Run 1, metal 2:
Cells faint in the background.
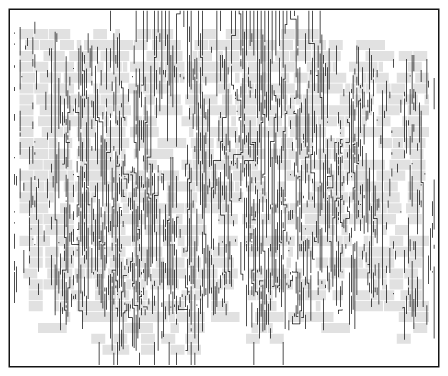
Run 1, the metal 4 layer:
Bar = 20 um. Cells faint in the background.
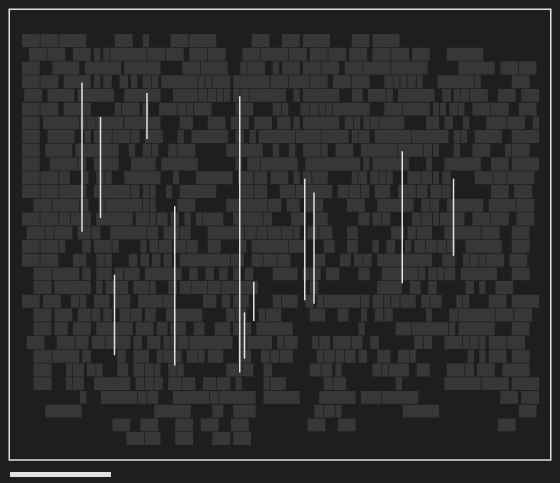
Run 1, clock routing:
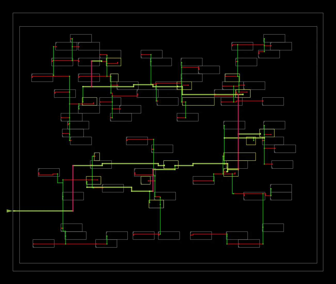
Run 1, metal layers overlaid:
Two of the layers only.
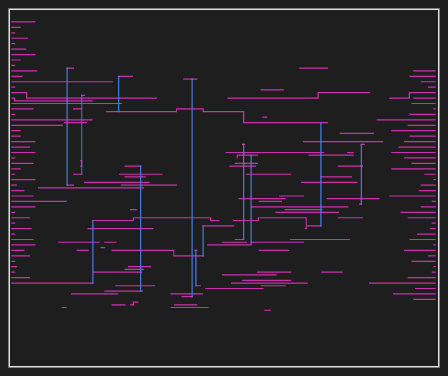
### config.mk
export PLATFORM = sky130hd
export DESIGN_NAME = pc_sequencer_flat
export DESIGN_NICKNAME = d
export VERILOG_FILES = /design/src/rtl/pc_sequencer_pkg.sv /design/src/rtl/pc_sequencer_if.sv /design/src/rtl/pc_target_sel.sv /design/src/rtl/pc_sequencer.sv /design/src/flat_wrapper.sv
export SDC_FILE = /design/constraint.sdc
export NUM_CORES = 1
export LEC_CHECK = 0
export CAP_MARGIN = 0
export CORE_AREA = 2 2 105 87
export DETAILED_ROUTE_END_ITERATION = 10
export DIE_AREA = 0 0 107 89
export PLACE_DENSITY = 0.85
export SYNTH_ARGS = -nofsm -noshare
export SYNTH_HDL_FRONTEND = slang
export SYNTH_HIERARCHICAL = 1
export SYNTH_SLANG_ARGS = --single-unit
### constraint.sdc
create_clock -name clk -period 4.4 [get_ports clk]
set_input_delay 0.66 -clock clk [delete_from_list [all_inputs] [get_ports clk]]
set_output_delay 0.66 -clock clk [all_outputs]
set_load 0.03 [all_outputs]
### src/rtl/pc_sequencer_pkg.sv
// Shared constants and FSM encoding for the program-counter sequencer.
// Optional statistics counters are enabled with the PC_SEQ_STATS_EN macro.
package pc_sequencer_pkg;

    localparam logic [1:0] JSEL_NONE = 2'b00;
    localparam logic [1:0] JSEL_JAL  = 2'b01;
    localparam logic [1:0] JSEL_JALR = 2'b10;

    typedef enum logic [1:0] {
        RUN  = 2'd0,
        HALT = 2'd1,
        TRAP = 2'd2
    } pc_state_e;

    localparam logic [31:0] DEF_RESET_PC  = 32'h0000_0000;
    localparam logic [31:0] DEF_HALT_ADDR = 32'h0000_006c;

endpackage

### src/rtl/pc_sequencer_if.sv
// Bundle between hazard unit / EX stage, the sequencer and the fetch port.
// Counter outputs exist only when PC_SEQ_STATS_EN is defined.
interface pc_sequencer_if;
    import pc_sequencer_pkg::*;

    // ex_valid qualifies every ex_* field; there is no back-pressure, a valid
    // redirect is consumed in the cycle it is presented. fetch_valid qualifies
    // pc towards instruction memory, which must accept it unconditionally.
    logic        stall;
    logic        ex_valid;
    logic [1:0]  ex_jump_sel;
    logic        ex_branch_taken;
    logic [31:0] ex_pc_imm;
    logic [31:0] ex_rs1_imm;
    logic [31:0] pc;
    logic        fetch_valid;
    logic        flush_if_id;
    logic        flush_id_ex;
    logic        halted;
    logic        trap;
    logic [31:0] trap_addr;
    pc_state_e   state;
`ifdef PC_SEQ_STATS_EN
    logic [31:0] redirect_cnt;
    logic [31:0] stall_cnt;
`endif

    modport slave (
        input  stall, ex_valid, ex_jump_sel, ex_branch_taken, ex_pc_imm, ex_rs1_imm,
        output pc, fetch_valid, flush_if_id, flush_id_ex, halted, trap, trap_addr, state
`ifdef PC_SEQ_STATS_EN
        , output redirect_cnt, stall_cnt
`endif
    );

    modport master (
        output stall, ex_valid, ex_jump_sel, ex_branch_taken, ex_pc_imm, ex_rs1_imm,
        input  pc, fetch_valid, flush_if_id, flush_id_ex, halted, trap, trap_addr, state
`ifdef PC_SEQ_STATS_EN
        , input redirect_cnt, stall_cnt
`endif
    );

endinterface

### src/rtl/pc_target_sel.sv
// Combinational redirect detection and target selection from EX-stage results.
module pc_target_sel
    import pc_sequencer_pkg::*;
(
    input  logic        ex_valid_i,
    input  logic [1:0]  ex_jump_sel_i,
    input  logic        ex_branch_taken_i,
    input  logic [31:0] ex_pc_imm_i,
    input  logic [31:0] ex_rs1_imm_i,
    output logic        redir_o,
    output logic [31:0] target_o,
    output logic        misalign_o
);

    always_comb begin
        redir_o  = ex_valid_i & ((ex_jump_sel_i == JSEL_JAL) | (ex_jump_sel_i == JSEL_JALR)
                                 | ex_branch_taken_i);
        target_o = ex_pc_imm_i;
        // jal outranks jalr, which outranks a taken branch
        if (ex_jump_sel_i == JSEL_JALR) begin
            target_o = ex_rs1_imm_i & ~32'h1;
        end
        misalign_o = target_o[1];
    end

endmodule

### src/rtl/pc_sequencer.sv
// Program counter register and RUN/HALT/TRAP sequencing for the fetch stage.
// Define PC_SEQ_STATS_EN to add saturating redirect and stall counters.
module pc_sequencer
    import pc_sequencer_pkg::*;
#(
    parameter logic [31:0] RESET_PC  = DEF_RESET_PC,
    parameter logic [31:0] HALT_ADDR = DEF_HALT_ADDR
) (
    input  logic           clk,
    input  logic           rst_n,
    pc_sequencer_if.slave  bus
);

    pc_state_e   state_q, state_d;
    logic [31:0] pc_q, pc_d;
    logic [31:0] trap_addr_q, trap_addr_d;
    logic        redir;
    logic        misalign;
    logic [31:0] target;

    pc_target_sel u_target_sel (
        .ex_valid_i        (bus.ex_valid),
        .ex_jump_sel_i     (bus.ex_jump_sel),
        .ex_branch_taken_i (bus.ex_branch_taken),
        .ex_pc_imm_i       (bus.ex_pc_imm),
        .ex_rs1_imm_i      (bus.ex_rs1_imm),
        .redir_o           (redir),
        .target_o          (target),
        .misalign_o        (misalign)
    );

    always_ff @(posedge clk) begin
        if (!rst_n) begin
            state_q     <= RUN;
            pc_q        <= RESET_PC;
            trap_addr_q <= 32'h0;
        end else begin
            state_q     <= state_d;
            pc_q        <= pc_d;
            trap_addr_q <= trap_addr_d;
        end
    end

    always_comb begin
        state_d     = state_q;
        pc_d        = pc_q;
        trap_addr_d = trap_addr_q;
        case (state_q)
            RUN: begin
                // EX is older than the stall source, so a redirect beats stall
                if (redir && misalign) begin
                    state_d     = TRAP;
                    trap_addr_d = target;
                end else if (redir) begin
                    pc_d = target;
                end else if (bus.stall) begin
                    pc_d = pc_q;
                end else if (pc_q == HALT_ADDR) begin
                    state_d = HALT;
                end else begin
                    pc_d = pc_q + 32'd4;
                end
            end
            HALT: begin
                if (redir && misalign) begin
                    state_d     = TRAP;
                    trap_addr_d = target;
                end else if (redir) begin
                    state_d = RUN;
                    pc_d    = target;
                end
            end
            TRAP: begin
                state_d = TRAP;
            end
            default: begin
                state_d = RUN;
            end
        endcase
    end

    assign bus.pc          = pc_q;
    assign bus.fetch_valid = (state_q == RUN) & ~bus.stall;
    assign bus.flush_if_id = redir & (state_q != TRAP);
    assign bus.flush_id_ex = redir & (state_q != TRAP);
    assign bus.halted      = (state_q == HALT);
    assign bus.trap        = (state_q == TRAP);
    assign bus.trap_addr   = trap_addr_q;
    assign bus.state       = state_q;

`ifdef PC_SEQ_STATS_EN
    logic [31:0] redirect_cnt_q;
    logic [31:0] stall_cnt_q;
    logic        redir_acc;
    logic        stall_cyc;

    assign redir_acc = redir & (state_q != TRAP);
    assign stall_cyc = (state_q == RUN) & bus.stall & ~redir;

    always_ff @(posedge clk) begin
        if (!rst_n) begin
            redirect_cnt_q <= 32'h0;
            stall_cnt_q    <= 32'h0;
        end else begin
            if (redir_acc && redirect_cnt_q != 32'hFFFF_FFFF) begin
                redirect_cnt_q <= redirect_cnt_q + 32'd1;
            end
            if (stall_cyc && stall_cnt_q != 32'hFFFF_FFFF) begin
                stall_cnt_q <= stall_cnt_q + 32'd1;
            end
        end
    end

    assign bus.redirect_cnt = redirect_cnt_q;
    assign bus.stall_cnt    = stall_cnt_q;
`endif

endmodule

### src/flat_wrapper.sv
// flat-port wrapper written by rule: the top's interface ports become plain ports
module pc_sequencer_flat import pc_sequencer_pkg::*;
#(
    parameter logic [31:0] RESET_PC  = DEF_RESET_PC,
    parameter logic [31:0] HALT_ADDR = DEF_HALT_ADDR
)
  (clk, rst_n, bus_stall, bus_ex_valid, bus_ex_jump_sel, bus_ex_branch_taken, bus_ex_pc_imm, bus_ex_rs1_imm, bus_pc, bus_fetch_valid, bus_flush_if_id, bus_flush_id_ex, bus_halted, bus_trap, bus_trap_addr, bus_state);
  pc_sequencer_if bus_i ();
  input  logic clk;
  input  logic rst_n;
  input wire logic [$bits(bus_i.stall)-1:0] bus_stall;
  input wire logic [$bits(bus_i.ex_valid)-1:0] bus_ex_valid;
  input wire logic [$bits(bus_i.ex_jump_sel)-1:0] bus_ex_jump_sel;
  input wire logic [$bits(bus_i.ex_branch_taken)-1:0] bus_ex_branch_taken;
  input wire logic [$bits(bus_i.ex_pc_imm)-1:0] bus_ex_pc_imm;
  input wire logic [$bits(bus_i.ex_rs1_imm)-1:0] bus_ex_rs1_imm;
  output wire logic [$bits(bus_i.pc)-1:0] bus_pc;
  output wire logic [$bits(bus_i.fetch_valid)-1:0] bus_fetch_valid;
  output wire logic [$bits(bus_i.flush_if_id)-1:0] bus_flush_if_id;
  output wire logic [$bits(bus_i.flush_id_ex)-1:0] bus_flush_id_ex;
  output wire logic [$bits(bus_i.halted)-1:0] bus_halted;
  output wire logic [$bits(bus_i.trap)-1:0] bus_trap;
  output wire logic [$bits(bus_i.trap_addr)-1:0] bus_trap_addr;
  output wire logic [$bits(bus_i.state)-1:0] bus_state;
  assign bus_i.stall = bus_stall;
  assign bus_i.ex_valid = bus_ex_valid;
  assign bus_i.ex_jump_sel = bus_ex_jump_sel;
  assign bus_i.ex_branch_taken = bus_ex_branch_taken;
  assign bus_i.ex_pc_imm = bus_ex_pc_imm;
  assign bus_i.ex_rs1_imm = bus_ex_rs1_imm;
  assign bus_pc = bus_i.pc;
  assign bus_fetch_valid = bus_i.fetch_valid;
  assign bus_flush_if_id = bus_i.flush_if_id;
  assign bus_flush_id_ex = bus_i.flush_id_ex;
  assign bus_halted = bus_i.halted;
  assign bus_trap = bus_i.trap;
  assign bus_trap_addr = bus_i.trap_addr;
  assign bus_state = bus_i.state;
  pc_sequencer #(.RESET_PC(RESET_PC), .HALT_ADDR(HALT_ADDR)) u_core (.clk(clk), .rst_n(rst_n), .bus(bus_i));
endmodule
==> flow_summary_export.csv, run 1 <==
group,metric,value,unit
floorplan,core,8370,um^2
sta,setup_slack,0.730,ns
yosys,synth.distinct_cells,61,
sta,slew-limit-headroom,28.3,%
floorplan,die_h,89,um
min_path,whs_endpoint,"u_core/bus.trap_addr[20]$_SDFFE_PN0P_",
critical_path,cp.buffers_inverters,3,
power_and_ir_drop,pwr-share-clk,33.8,%
cells_and_area,fin_nets,701,
power_and_ir_drop,powerClk,584,uW
critical_path,endpoint_kind,"output pin",
yosys,ys_sh_adder,0.615,%
cells_and_area,comb_cells,387,
cells_and_area,area_growth,40.2,%
yosys,topCellsByArea,"dfxtp_1 (32%), mux2_4 (11%), nand2_1 (8.9%)",
critical_path,cp_slowest_cell,"clkdlybuf4s50_1",
critical_path,reg2reg_to,"u_core/bus.pc[18]$_SDFFE_PN0P_",
clock_network,cts_max_level,3,
power_and_ir_drop,finalPower,1.73,mW
clock_network,cts_tree,"done",
cells_and_area,lay_top_cells,"clkdlybuf4s50_1 (140), nand2_1 (97), dfxtp_1 (66)",
min_path,hold_depth,2,
cells_and_area,layout.cells.non_filler,745,
flow_run,warnings,27,
power_and_ir_drop,power.density,303,nW/um^2
yosys,edf_count,0,
power_and_ir_drop,p_leak,1.99,nW
yosys,mux_share,12.0,%
routing,highest_layer,"met4",
cells_and_area,final_cell_area,5710,um^2
yosys,synth_top_area_share,32.5,%
cells_and_area,clkbuf_count,10,
routing,wl_met1,5340,um
yosys,logic_family,"simple AND/OR/NAND/NOR gates",
routing,drtAntennaViolNets,0,
cells_and_area,inv_count,10,
placement,place_hpwl,9520,um
sta,timing.fmax,0.273,GHz
power_and_ir_drop,ir_worst_vdd,0.163,mV
sta,skew,0.00812,ns
min_path,hold_class,"reg -> reg",
sta,finalSetupViolations,0,
power_and_ir_drop,p_comb,470,uW
routing,drc,0,
sta,finalClockPeriodUsage,83.4,%
cells_and_area,layout-drive-gt1-share,11.5,%
clock_network,cts_hold_buf,0,
floorplan,fp_util,48.6,%
routing,drtPass1Iterations,5,
clock_network,clockRootBuffer,"clkbuf_8",
floorplan,dieWidth,107,um
yosys,synth_area,4070,um^2
critical_path,cp-endpoint,"bus_flush_id_ex",
yosys,fp_nets,578,
yosys,synth_top_cell_by_count,"nand2_1",
power_and_ir_drop,p_int,1.19,mW
global_route,grt_use_met3,7.22,%
yosys,synth_xor_xnor_area_share,0,%
cells_and_area,layout.area.comb,2470,um^2
yosys,yosysCellCount,505,
cells_and_area,final_util,68.2,%
yosys,syn_area_per_cell,8.06,um^2
yosys,largest_area_cell,"dfxtp_1",
placement,gp_congestion,0.949,
critical_path,timing_worst_setup_path_type,"in -> out",
yosys,yosys.area_share.aoi,22.7,%
critical_path,r2r_start,"u_core/bus.pc[2]$_SDFFE_PN0P_",
global_route,use_met1,34.0,%
critical_path,r2r_slack,1.76,ns
yosys,ys_sh_simple,25.1,%
power_and_ir_drop,top_power_group,"sequential cells",
critical_path,reg2reg_depth,6,
critical_path,crit_chain,"clkdlybuf4s50_1, inv_1, ha_2, a21boi_1, and2_1, clkdlybuf4s50_1",
cells_and_area,buffers,154,
sta,rsz0062_at_grt,"false",
cells_and_area,largest_class,"logic gates",
routing,met2_length,6250,um
routing,drt_iter0_drc,290,
cells_and_area,clk_share,3.99,%
cells_and_area,n_antenna_cell,0,
critical_path,worstPathArrival,3.01,ns
clock_network,postCtsSetupBuffers,0,
global_route,grt_max_degree,47,
global_route,gr-max-usage-layer,"met2",
sta,slew_violations,0,
yosys,yosysWarnings,6,
cells_and_area,combAreaFraction,43.3,%
run_status,status,"completed",
clock_network,cts.repair.resized,0,
Notes on 'metal 2' above:
- main direction: vertical
- share of all routed wire: 47%
- wire length on this layer: 6,250 um
vias: 4,424
final wirelength: 13,200 um

Notes on 'the metal 4 layer' above:
- main direction: vertical
- wire length on this layer: 262 um
- longest straight run: 54.4 um
- nets with wire on the layer: 10
- share of all routed wire: 2.0%

Notes on 'clock routing' above:
worst skew pair latency: 0.35 ns
Inserted Clock Buffers: 9
registers: 66

Notes on 'metal layers overlaid' above:
- magenta: metal 3 (wire length 1,320 um)
- blue: metal 4 (wire length 262 um)
drt wl/cell: 17.7 um
gr usage total: 27.3%

--- run 2 (diff from run 1) ---
Settings changed: CORE_AREA 2 2 105 87 to 2 2 109 90, DIE_AREA 0 0 107 89 to 0 0 111 92, PLACE_DENSITY 0.85 to 0.79.
Clock period 4.4 ns to 3.71 ns, I/O delays scaled along.
Run 2, metal layers overlaid:
Two of the layers only.
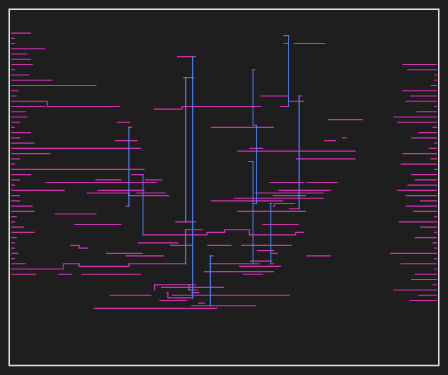
- magenta: metal 3 (wire length 1,280 um)
- blue: metal 4 (wire length 285 um)
final wirelength: 13,100 um
vias: 4,430
drt wl/cell: 17.4 um

Run 2, the metal 4 layer:
Bar = 20 um. Cells faint in the background.
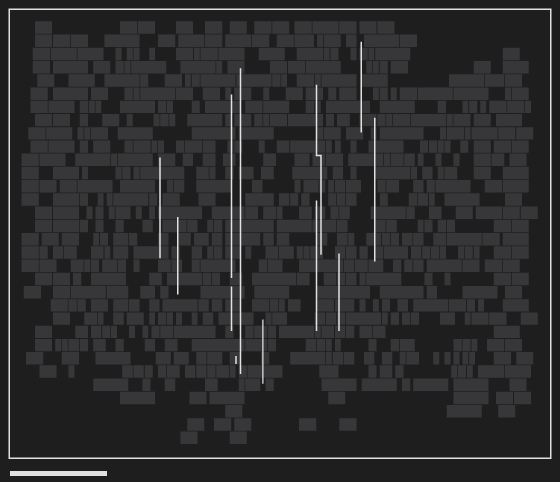
- longest straight run: 62.6 um
- main direction: vertical
- nets with wire on the layer: 12
- wire length on this layer: 285 um

==> run 2 against run 1 <==
Compared with the run above: power increased by 32%; setup slack got worse by 0.13 ns; die size up 7.2%; clock power rose by 56%; synthesized cell count unchanged; worst hold slack got worse by 0.0057 ns; global-route usage decreased by 2.0 points; wire length about the same.
==> flow_summary_export.csv, run 2 <==
group,metric,value,unit
yosys,yosys.area_share.aoi,22.7,%
min_path,hold_depth,2,
routing,wl_met1,5570,um
clock_network,clockRootBuffer,"clkbuf_16",
yosys,fp_nets,578,
global_route,grt_max_degree,49,
yosys,edf_count,0,
min_path,hold_class,"reg -> reg",
cells_and_area,clk_share,5.48,%
cells_and_area,inv_count,10,
clock_network,worstSkewPairLatency,0.32,ns
cells_and_area,final_cell_area,5840,um^2
cells_and_area,layout.cells.non_filler,755,
clock_network,cts.repair.resized,0,
power_and_ir_drop,p_leak,2.05,nW
sta,finalClockPeriodUsage,83.8,%
yosys,ys_sh_adder,0.615,%
clock_network,cts_tree,"done",
placement,gp_congestion,0.894,
critical_path,cp_slowest_cell,"clkdlybuf4s50_1",
yosys,synth_top_cell_by_count,"nand2_1",
yosys,largest_area_cell,"dfxtp_1",
routing,met2_length,6020,um
sta,slew-limit-headroom,41.4,%
routing,highest_layer,"met4",
cells_and_area,comb_cells,387,
power_and_ir_drop,p_comb,566,uW
power_and_ir_drop,power.density,389,nW/um^2
clock_network,cts_hold_buf,0,
yosys,mux_share,12.0,%
global_route,track_usage,25.3,%
critical_path,r2r_start,"u_core/bus.state[0]$_SDFFE_PN0P_",
yosys,synth_top_area_share,32.5,%
placement,place_hpwl,9630,um
power_and_ir_drop,finalPower,2.28,mW
power_and_ir_drop,pwr-share-clk,40.1,%
power_and_ir_drop,powerClk,911,uW
flow_run,warnings,27,
critical_path,endpoint_kind,"output pin",
clock_network,cts_buffers,9,
critical_path,crit_chain,"clkdlybuf4s50_1, inv_1, ha_2, a21boi_1, and2_1, clkdlybuf4s50_1",
critical_path,cp-endpoint,"bus_flush_id_ex",
critical_path,worstPathArrival,2.55,ns
yosys,synth_xor_xnor_area_share,0,%
critical_path,reg2reg_depth,7,
yosys,syn_area_per_cell,8.06,um^2
yosys,topCellsByArea,"dfxtp_1 (32%), mux2_4 (11%), nand2_1 (8.9%)",
floorplan,die_h,92,um
power_and_ir_drop,top_power_group,"clock",
cells_and_area,layout-drive-gt1-share,11.8,%
global_route,gr-max-usage-layer,"met2",
cells_and_area,largest_class,"logic gates",
floorplan,core,9250,um^2
critical_path,reg2reg_to,"u_core/bus.pc[24]$_SDFFE_PN0P_",
sta,slew_violations,0,
critical_path,timing_worst_setup_path_type,"in -> out",
critical_path,r2r_slack,1.31,ns
cells_and_area,n_antenna_cell,0,
run_status,status,"completed",
cells_and_area,clkbuf_count,11,
clock_network,cts_max_level,3,
clock_network,postCtsSetupBuffers,0,
sta,setup_slack,0.602,ns
yosys,ys_sh_simple,25.1,%
cells_and_area,lay_top_cells,"clkdlybuf4s50_1 (140), nand2_1 (97), dfxtp_1 (66)",
--- run 3 (diff from run 2) ---
Settings changed: CORE_AREA 2 2 109 90 to 2 2 115 95, DIE_AREA 0 0 111 92 to 0 0 117 97, PLACE_DENSITY 0.79 to 0.75.
Clock period 3.71 ns to 2.8 ns, I/O delays scaled along.
Run 3, metal 2:
Cells faint in the background.
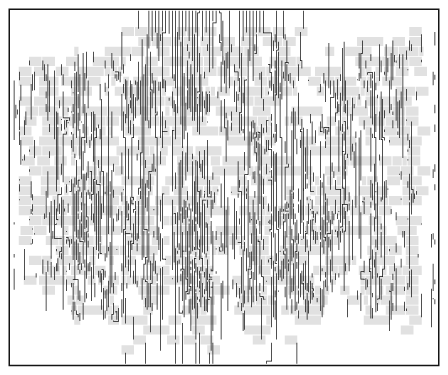
- share of all routed wire: 46%
- main direction: vertical
vias: 4,485
met2 Use GR: 38.9%
final wirelength: 13,700 um

Run 3, clock routing:
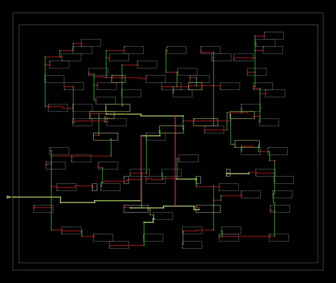
CLK BUF: 12
worst skew pair latency: 0.32 ns
clk_skew: 0.00645 ns
clk sink count: 66

==> run 3 against run 2 <==
Compared with the run above: combinational power increased by 39%; via count up 1.2%; first-iteration DRC count grew 52%; setup slack got worse by 0.44 ns; critical path depth rose by 4; highest routed layer unchanged; area after synthesis did not move; global-route usage shrank 1.7 points; sequential power increased by 33%; register-to-register slack got worse by 0.84 ns.
==> flow_summary_export.csv, run 3 <==
group,metric,value,unit
placement,gp_congestion,0.904,
cells_and_area,final_cell_area,5950,um^2
routing,drtPass1Iterations,8,
routing,drc,0,
clock_network,cts_tree,"done",
power_and_ir_drop,finalPower,2.88,mW
routing,wl_met1,5780,um
sta,timing.fmax,0.379,GHz
critical_path,cp.buffers_inverters,3,
critical_path,cp_slowest_cell,"o41ai_4",
cells_and_area,layout.area.comb,2470,um^2
yosys,synth_top_cell_by_count,"nand2_1",
yosys,logic_family,"simple AND/OR/NAND/NOR gates",
cells_and_area,nFlopsAndLatches,66,
yosys,synth_area,4070,um^2
cells_and_area,largest_class,"logic gates",
cells_and_area,clk_share,4.56,%
critical_path,timing_worst_setup_path_type,"in -> reg",
cells_and_area,n_antenna_cell,0,
yosys,synth.distinct_cells,61,
yosys,synth_xor_xnor_area_share,0,%
floorplan,fp_util,40.2,%
routing,highest_layer,"met4",
critical_path,reg2reg_to,"u_core/bus.pc[5]$_SDFFE_PN0P_",
power_and_ir_drop,pwr-share-clk,36.1,%
power_and_ir_drop,powerClk,1.04,mW
min_path,whs_endpoint,"u_core/bus.trap_addr[22]$_SDFFE_PN0P_",
routing,drt_iter0_drc,396,
run_status,status,"completed",
clock_network,postCtsSetupBuffers,0,
power_and_ir_drop,p_int,2.01,mW
critical_path,reg2reg_depth,7,
yosys,syn_area_per_cell,8.06,um^2
cells_and_area,combAreaFraction,41.6,%
placement,place_hpwl,10100,um
global_route,gr-max-usage-layer,"met2",
yosys,largest_area_cell,"dfxtp_1",
yosys,fp_nets,578,
yosys,yosys.area_share.aoi,22.7,%
critical_path,cp-endpoint,"u_core/bus.pc[5]$_SDFFE_PN0P_",
sta,setup_slack,0.163,ns
power_and_ir_drop,ir_worst_vdd,0.310,mV
power_and_ir_drop,top_power_group,"sequential cells",
global_route,grt_use_met3,5.76,%
cells_and_area,comb_cells,387,
cells_and_area,lay_top_cells,"clkdlybuf4s50_1 (138), nand2_1 (97), dfxtp_1 (66)",

==> notes/layouts.md <==
Pictures saved along the way, in no particular order.

Cells by drive strength.
Bar = 20 um.
shot_01.png
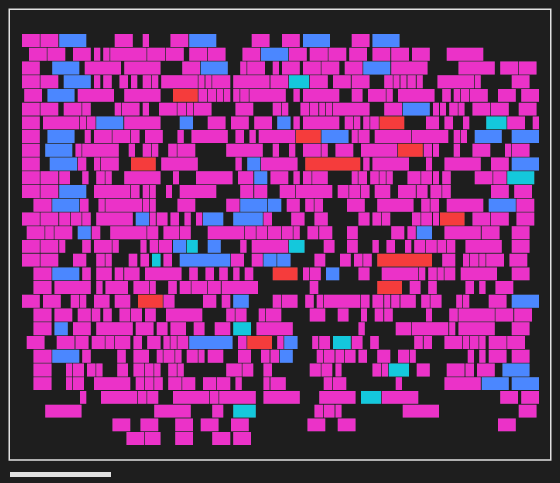
shot_02.png
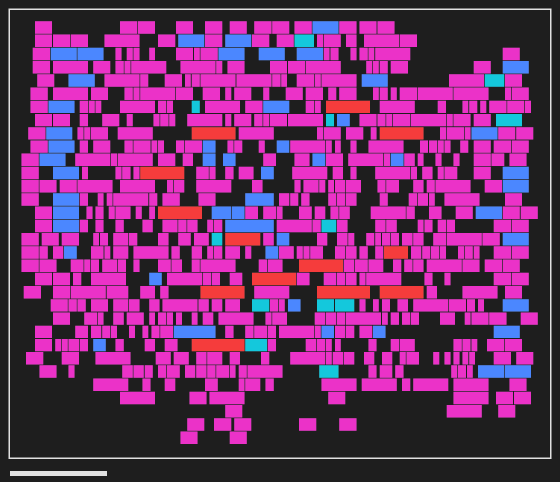
| picture | from |
|---|---|
| shot_02.png | run 2 |
| shot_01.png | run 1 |

Key to shot_01.png:
- red: _6 and larger (cells 12; share 1.9%; most used clkbuf_8)
- blue: _3 and _4 cells (cells 50; share 7.9%; most used mux2_4)
- magenta: _0 and _1 cells (cells 560; share 88%; most used clkdlybuf4s50_1)
- cyan: _2 cells (cells 11; share 1.7%)

No activity file was given, so power comes from the tool's default toggle rates.
